===== config.mk =====
export PLATFORM = sky130hd
export DESIGN_NAME = e203_exu_lpipe_wbck_rob
export DESIGN_NICKNAME = d
export VERILOG_FILES = /design/src/rtl/e203_exu_lpipe_wbck_rob.sv
export SDC_FILE = /design/constraint.sdc
export NUM_CORES = 1
export LEC_CHECK = 0
export ABC_AREA = 1
export CAP_MARGIN = 20
export CELL_PAD_IN_SITES_DETAIL_PLACEMENT = 2
export CELL_PAD_IN_SITES_GLOBAL_PLACEMENT = 2
export CORE_ASPECT_RATIO = 0.9
export CORE_UTILIZATION = 21
export CTS_CLUSTER_DIAMETER = 30
export DETAILED_ROUTE_END_ITERATION = 8
export GPL_ROUTABILITY_DRIVEN = 0
export PLACE_DENSITY_LB_ADDON = 0.1
export SYNTH_ARGS = -nofsm -noshare
export SYNTH_HDL_FRONTEND = slang
export SYNTH_SLANG_ARGS = --single-unit

===== constraint.sdc =====
create_clock -name clk -period 2.2 [get_ports clk]
set_clock_uncertainty 0.1 [all_clocks]
set_input_delay 0.44 -clock clk [delete_from_list [all_inputs] [get_ports clk]]
set_output_delay 0.44 -clock clk [all_outputs]
set_load 0.02 [all_outputs]

===== src/rtl/e203_exu_lpipe_wbck_rob.sv =====
// Long-pipe writeback collector: captures out-of-order LSU/divider results by ITAG
// and retires them in order against the OITF retire pointer.
module e203_exu_lpipe_wbck_rob #(
    parameter int OITF_DEPTH  = 2,
    parameter int ITAG_WIDTH  = 1,
    parameter int XLEN        = 32,
    parameter int RFIDX_WIDTH = 5,
    parameter int PC_SIZE     = 32
) (
    input  logic                   clk,
    input  logic                   rst_n,

    input  logic                   lsu_valid,
    output logic                   lsu_ready,
    input  logic [ITAG_WIDTH-1:0]  lsu_itag,
    input  logic [XLEN-1:0]        lsu_wdat,
    input  logic                   lsu_err,

    input  logic                   div_valid,
    output logic                   div_ready,
    input  logic [ITAG_WIDTH-1:0]  div_itag,
    input  logic [XLEN-1:0]        div_wdat,

    input  logic                   oitf_empty,
    input  logic [ITAG_WIDTH-1:0]  oitf_ret_ptr,
    input  logic [RFIDX_WIDTH-1:0] oitf_ret_rdidx,
    input  logic                   oitf_ret_rdwen,
    input  logic                   oitf_ret_rdfpu,
    input  logic [PC_SIZE-1:0]     oitf_ret_pc,
    output logic                   oitf_ret_ena,

    output logic                   wbck_valid,
    input  logic                   wbck_ready,
    output logic [XLEN-1:0]        wbck_wdat,
    output logic [RFIDX_WIDTH-1:0] wbck_rdidx,
    output logic                   wbck_rdfpu,

    output logic                   excp_valid,
    input  logic                   excp_ready,
    output logic [PC_SIZE-1:0]     excp_pc,

    output logic [15:0]            retire_cnt
);

    logic [OITF_DEPTH-1:0] buf_vld;
    logic [OITF_DEPTH-1:0] buf_vld_nxt;
    logic [XLEN-1:0]       buf_dat [OITF_DEPTH];
    logic                  buf_err [OITF_DEPTH];

    logic lsu_fire;
    logic div_fire;
    logic head_vld;
    logic head_err;
    logic nowrite_fire;
    logic fire;

    always_comb begin
        // LSU takes priority when both pipes present the same ITAG
        lsu_ready = rst_n & ~buf_vld[lsu_itag];
        div_ready = rst_n & ~buf_vld[div_itag] & ~(lsu_valid & (lsu_itag == div_itag));
        lsu_fire  = lsu_valid & lsu_ready;
        div_fire  = div_valid & div_ready;
    end

    always_comb begin
        head_vld     = ~oitf_empty & buf_vld[oitf_ret_ptr];
        head_err     = buf_err[oitf_ret_ptr];
        excp_valid   = rst_n & head_vld & head_err;
        wbck_valid   = rst_n & head_vld & ~head_err & oitf_ret_rdwen;
        nowrite_fire = rst_n & head_vld & ~head_err & ~oitf_ret_rdwen;
        fire         = (excp_valid & excp_ready) | (wbck_valid & wbck_ready) | nowrite_fire;
        oitf_ret_ena = fire;
        wbck_wdat    = buf_dat[oitf_ret_ptr];
        wbck_rdidx   = oitf_ret_rdidx;
        wbck_rdfpu   = oitf_ret_rdfpu;
        excp_pc      = oitf_ret_pc;
    end

    always_comb begin
        buf_vld_nxt = buf_vld;
        if (fire)
            buf_vld_nxt[oitf_ret_ptr] = 1'b0;
        if (lsu_fire)
            buf_vld_nxt[lsu_itag] = 1'b1;
        if (div_fire)
            buf_vld_nxt[div_itag] = 1'b1;
    end

    always_ff @(posedge clk) begin
        if (!rst_n) begin
            buf_vld    <= '0;
            retire_cnt <= '0;
        end else begin
            buf_vld <= buf_vld_nxt;
            if (fire)
                retire_cnt <= retire_cnt + 16'd1;
        end
    end

    // Payload storage is deliberately left unreset; only the valid bits matter
    always_ff @(posedge clk) begin
        if (lsu_fire) begin
            buf_dat[lsu_itag] <= lsu_wdat;
            buf_err[lsu_itag] <= lsu_err;
        end
        if (div_fire) begin
            buf_dat[div_itag] <= div_wdat;
            buf_err[div_itag] <= 1'b0;
        end
    end

endmodule


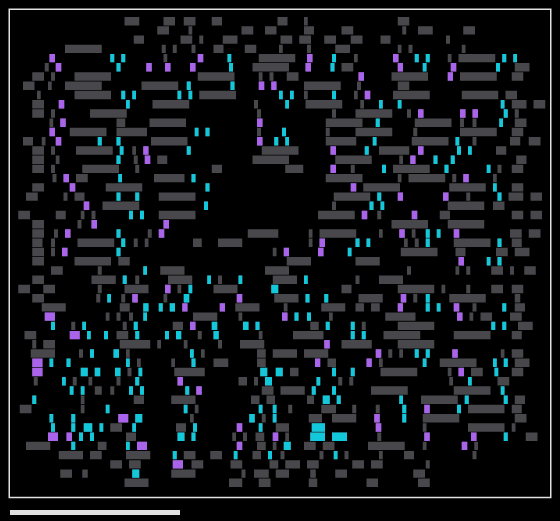
**Above:** run 1 (logic cells by family).
Scale bar: 50 um.
Key: nand cells = cyan [cells 189, most used nand2_1, where spread over the die]; aoi and oai cells = purple [cells 88, most used a21oi_1, where spread over the die]
most numerous logic cell after layout: nand2_1
Comb/total area: 25.9%
final cell count without fillers: 983

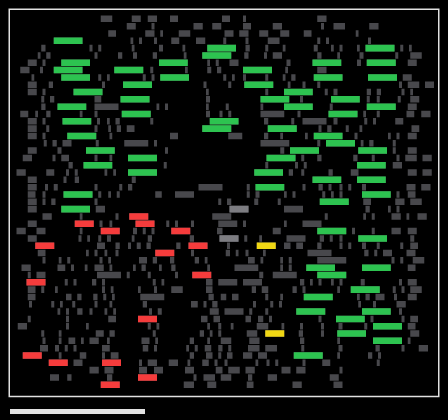
**Above:** run 1 (sequential cells colored by netlist name).
Scale bar: 50 um.
Key: buf_dat = green [placed flops 64, where spread over the die]; buf_err = yellow [placed flops 2]; retire_cnt = red [placed flops 16]
Seq/total area: 35.6%
register area: 2320 sq um
post-layout util: 30.1%
Seq. pwr: 1.83 mW

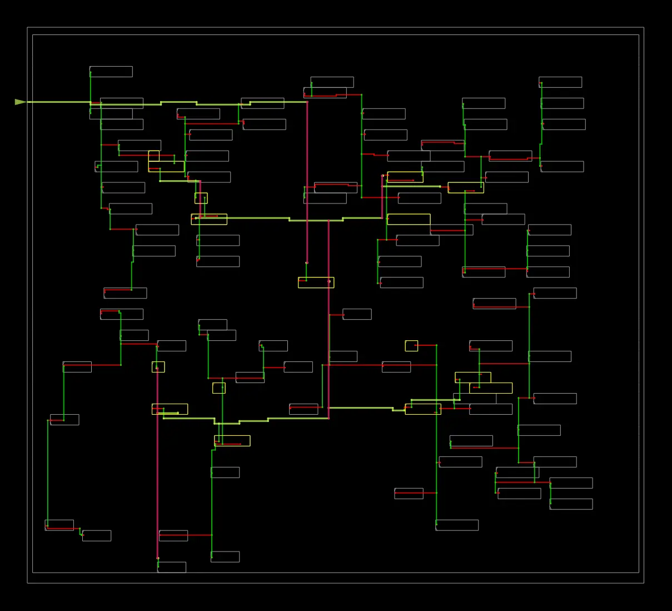
**Above:** run 1 (clock routing).
TritonCTS Sinks: 84
clock network power: 1.71 mW
clk latency late pin: 350 ps
CTS Buf Count: 9

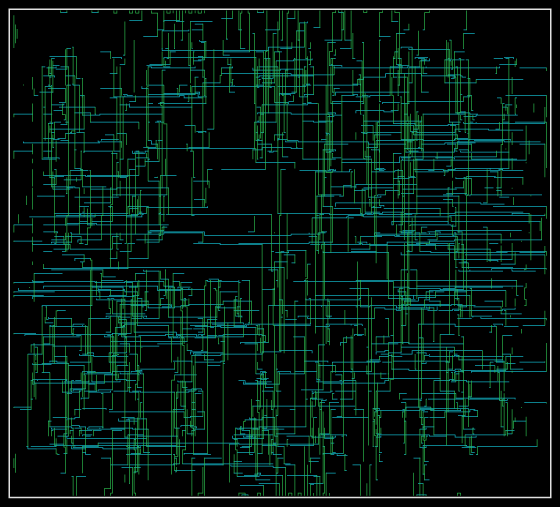
**Above:** run 1 (wiring by layer).
Two of the layers only.
Key: metal 2 = green [wire length 7730 um]; metal 1 = cyan [wire length 7090 um]
detailed-route wire length: 15.8 mm
drt wl/cell: 16.0 um
Vias: 4237
Tot GR Track Use: 13.9%

==> ci_impl_report.md, run 1 <==
## PnR job results

| Metric | Value |
|---|---|
| Status | finished clean |
| DRT iter0 DRCs | 103 |
| Core footprint | 21700 sq um |
| Hold WS | 404 ps |
| Relative slew slack | 74.5% |
| Fmax | 477 MHz |
| Vias in the first global route | 4614 |
| Seq pwr share | 43.4% |
| Ant. Diodes | 0 |
| Die Area | 22800 sq um |
| Setup Total Neg Slack | 0 ps |
| Place WS | -500 ps |
| Peak supply drop | 0.336 mV |
| R2r setup slk | 310 ps |
| Via density | 4.31 |
| Final setup viols | 0 |
| Post-Synthesis Cells | 584 |
| Hold Crit Class | reg2reg |
| Multiplexer share | 0% |
| Clock power share | 40.6% |
| Mean post-synth cell area | 7.98 sq um |
| Post-layout worst setup margin | 104 ps |
| Most Crowded Layer GR | met2 |
| Required @ worst endpoint | 1660 ps |
| Main logic family | simple AND/OR/NAND/NOR gates |
| Critical path capture point type | primary output |
| Comb group | 0.672 mW |
| Simple-Gate Area Share | 25.0% |
| Hold_sp | buf_vld[1]$_SDFF_PN0_ |
| Die Height | 143 um |
| Yosys cell types | 30 |
| Crit-path max FO | 3 |
| Die width | 159 um |
| First-pass GRT wire length | 24.5 mm |
| Grt ovf | 0 |
| Arr. time, crit path | 1560 ps |
| Number of enable flip-flop cells | 64 |
| Static Leakage | 2.81 nW |
| Initial antenna violation count | 0 |
| Yosys top cell by instances | nand2_1 |
| Highest Signal Layer | met4 |
| Ys flop type | edfxtp_1 |
| Fin crit share | 95.3% |
| Internal | 3.12 mW |
| Yosys aoi share | 10.1% |
| DR DRC count | 0 |
| # hold bufs at CTS | 0 |
| Power per cell area | 644 nW/um^2 |
| Largest net degree at the start of global routing | 55 |
| Critical Path Start | oitf_empty |
| Yosys chip area | 4660 sq um |
| Final nets | 802 |
| Final hold viol count | 0 |
| Yosys reg bits | 84 |
| R2R depth | 8 |
| Max-area cell share | 41.2% |
| Cells after DPL | 963 |
| Pins Over Slew Limit | 0 |
| Adders+Majority by Area | 0.268% |
| Met3 routed WL | 752 um |
| FF-to-FF Start | retire_cnt[0]$_SDFFE_PN0N_ |
| Comb power frac | 16.0% |
| GR Util met1 | 16.8% |
| Critical Path Start Type | input pin |
| Synth Area in XOR/XNOR | 0.563% |
| Sequential area share after synthesis | 49.8% |
| Min Tclk post-route | 2100 ps |
| H-tree depth reported by CTS | 3 |
| Met2 Use GR | 24.4% |
| Netlist Area Pre-Place | 4660 sq um |
| Pre-Repair DR Iteration Count | 4 |
-- run 1: layout make-up --
cell class              count  area [sq um]
fillers                  2507         15200
flip-flops and latches     84          2320
multi-input cells         380          1690
repair buffers            155          1610
well taps                 291           364
clock buffers               9           225
inverters                  57           214
clock inverters             7           103
-- run 1: state kept, by name (all words and copies together), names as in the netlist --
| name | count |
|---|---|
| buf_err | 2 |
| buf_vld | 2 |
| retire_cnt | 16 |
| buf_dat | 64 |
-- run 1: critical path, cell delays in order --
cell and delay, ps:
clkdlybuf4s50_1 410, inv_1 70, nand2_2 60, nor2_4 130
nand2_2 80, nor3b_2 200, buf_4 170
-- run 1: repair_timing --
item / CTS / global route
endpoints found under the setup margin: 30 / 113
pin swaps: 0 / 3
gates resized: 44 / 19
buffers inserted: 0 / 3
gates cloned: 0 / 1
**Run 1: I/O pins on the die edge**

Pins as bars across the die edge, other pins in gray.
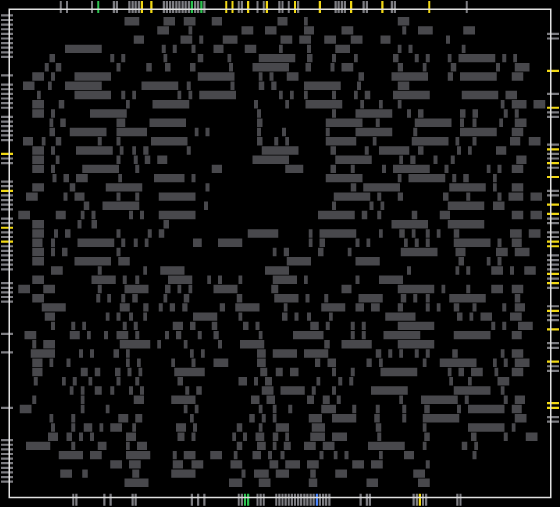

==> inputs of run 2 (changes only) <==
--- a/config.mk
+++ b/config.mk
@@ -10,10 +10,11 @@
 export CELL_PAD_IN_SITES_DETAIL_PLACEMENT = 2
 export CELL_PAD_IN_SITES_GLOBAL_PLACEMENT = 2
 export CORE_ASPECT_RATIO = 0.9
-export CORE_UTILIZATION = 21
+export CORE_UTILIZATION = 23
 export CTS_CLUSTER_DIAMETER = 30
 export DETAILED_ROUTE_END_ITERATION = 8
 export GPL_ROUTABILITY_DRIVEN = 0
+export GPL_TIMING_DRIVEN = 0
 export PLACE_DENSITY_LB_ADDON = 0.1
 export SYNTH_ARGS = -nofsm -noshare
 export SYNTH_HDL_FRONTEND = slang
==> constraint.sdc (replaced) <==
create_clock -name clk -period 2.3 [get_ports clk]
set_clock_uncertainty 0.1 [all_clocks]
set_input_delay 0.46 -clock clk [delete_from_list [all_inputs] [get_ports clk]]
set_output_delay 0.46 -clock clk [all_outputs]
set_load 0.02 [all_outputs]
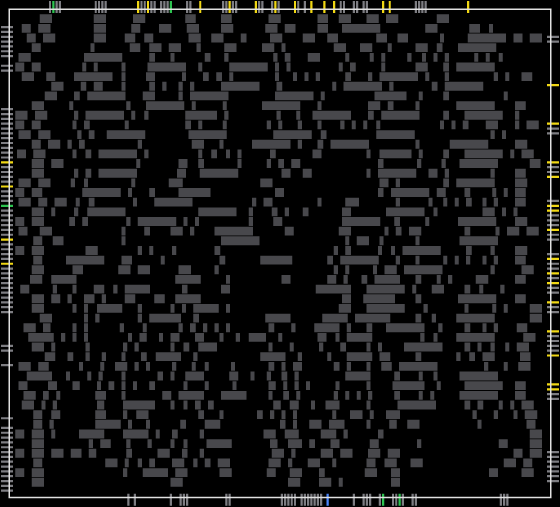
**Above:** run 2 (I/O pins on the die edge).
Pins as bars across the die edge, other pins in gray.
Key: lsu_ready = blue [pins 1, direction output, edge bottom]; wbck_wdat = yellow [pins 32, direction output, edge 15 right, 13 top, 4 left]; wbck_rdidx = green [pins 5, direction output, edge 2 bottom, 2 top, 1 left]
Die Height: 137 um
die width: 152 um

==> run 2 against run 1 <==
  * The flow now finishes with violations (design-rule violations)
  * Via count up 8.0%
  * Combinational power up about 20%
  * First-iteration DRC count up 41%
  * Sequential cell count unchanged
  * Design area up 8.9%
==> ci_impl_report.md, run 2 <==
## PnR job results

| Metric | Value |
|---|---|
| Gate Area | 1710 sq um |
| Final setup viols | 0 |
| Critical Path Start | rst_n |
| Via density | 4.42 |
| First-pass GRT wire length | 26.2 mm |
| Nonclk inv count | 57 |
| Initial antenna violation count | 0 |
| FF-to-FF Start | buf_vld[0]$_SDFF_PN0_ |
| Status | finished, violations left |
| Yosys top cell by instances | nand2_1 |
| Setup Total Neg Slack | 0 ps |
| Drt wl/cell | 16.3 um |
| Required @ worst endpoint | 1740 ps |
| Register area | 2320 sq um |
| Relative slew slack | 64.1% |
| ClkCell Share | 3.85% |
| Place WS | -780 ps |
| Comb power frac | 20.5% |
| Arr. time, crit path | 1670 ps |
| Clk latency late pin | 350 ps |
| Crit-path max FO | 10 |
| Biggest regs | buf_dat: 64 flops, retire_cnt: 16 flops |
| Main logic family | simple AND/OR/NAND/NOR gates |
| Peak supply drop | 0.315 mV |
| Fin crit share | 97.1% |
| Dominant class by area | flip-flops and latches |
| Buffering overhead | 31.8% |
| Filler instances | 2277 |
| Adders+Majority by Area | 0.268% |
| Vias in the first global route | 5024 |
| Multi-In Gates | 380 |
| Critical path capture point type | primary output |
| Fmax | 448 MHz |
| Detailed-route wire length | 16.9 mm |
| Post-layout worst setup margin | 66.9 ps |
| Static Leakage | 3.02 nW |
| Grt ovf | 0 |
| R2R depth | 8 |
| CP cell instances | clkdlybuf4s50_1, buf_6, inv_2, clkbuf_8, a21oi_1, buf_4 |
| Clock network power | 1.39 mW |
| Synth Area in XOR/XNOR | 0.563% |
| Max incr delay on CP | 500 ps |
| Power per cell area | 555 nW/um^2 |
| Clock power share | 35.2% |
| Internal | 2.85 mW |
| Die Area | 20800 sq um |
| Tot GR Track Use | 16.6% |
| Violated checks | design-rule violations |
| Hold Crit Class | reg2reg |
| Vias | 4575 |
| DR DRC count | 48 |
| Seq/total area | 32.7% |
| Most numerous logic cell after layout | nand2_1 |
| Final hold viol count | 0 |
| Hold_sp | buf_vld[1]$_SDFF_PN0_ |
| TritonCTS Sinks | 84 |
| # hold bufs at CTS | 0 |
| Max reg flops | 64 |
| CTS Buf Count | 9 |
| Hold WS | 379 ps |
| Yosys cell types | 30 |
| Post-layout util | 35.7% |
| DRT iter0 DRCs | 145 |
| Critical Path Start Type | input pin |
| Netlist Area Pre-Place | 4660 sq um |
| Seq pwr share | 44.3% |
| Min Tclk post-route | 2230 ps |
==> run 2: timing repair <==
item                       4_1_cts  5_1_grt
gates cloned                     1        0
pin swaps                        1        3
setup endpoints to repair       71       65
buffers inserted                 2        8
gates resized                   72       12
==> run 2: layer usage <==
metal	vias to the layer above	part of all wire [%]	global-route usage, %	wire length [um]
li1	2213	-	-	-
met1	2216	41	18.5	6990
met2	133	52	31.3	8760
met3	13	5.6	3.70	940
met4	0	1.2	5.61	204
met5	-	0	0	0
==> run 2: logic make-up after synthesis <==
group / count (synthesis)
fa+ha+maj: 1
compound gates: 88
xor+xnor: 3
flops: 84
simple gates: 288
buf+inv: 120
==> run 2: worst max-delay path: cells and delay by family <==
| kind | cells | cell delay [ps] |
|---|---|---|
| buf+inv | 5 | 1060 |
| compound gates | 1 | 150 |
No activity file was given, so power comes from the tool's default toggle rates.
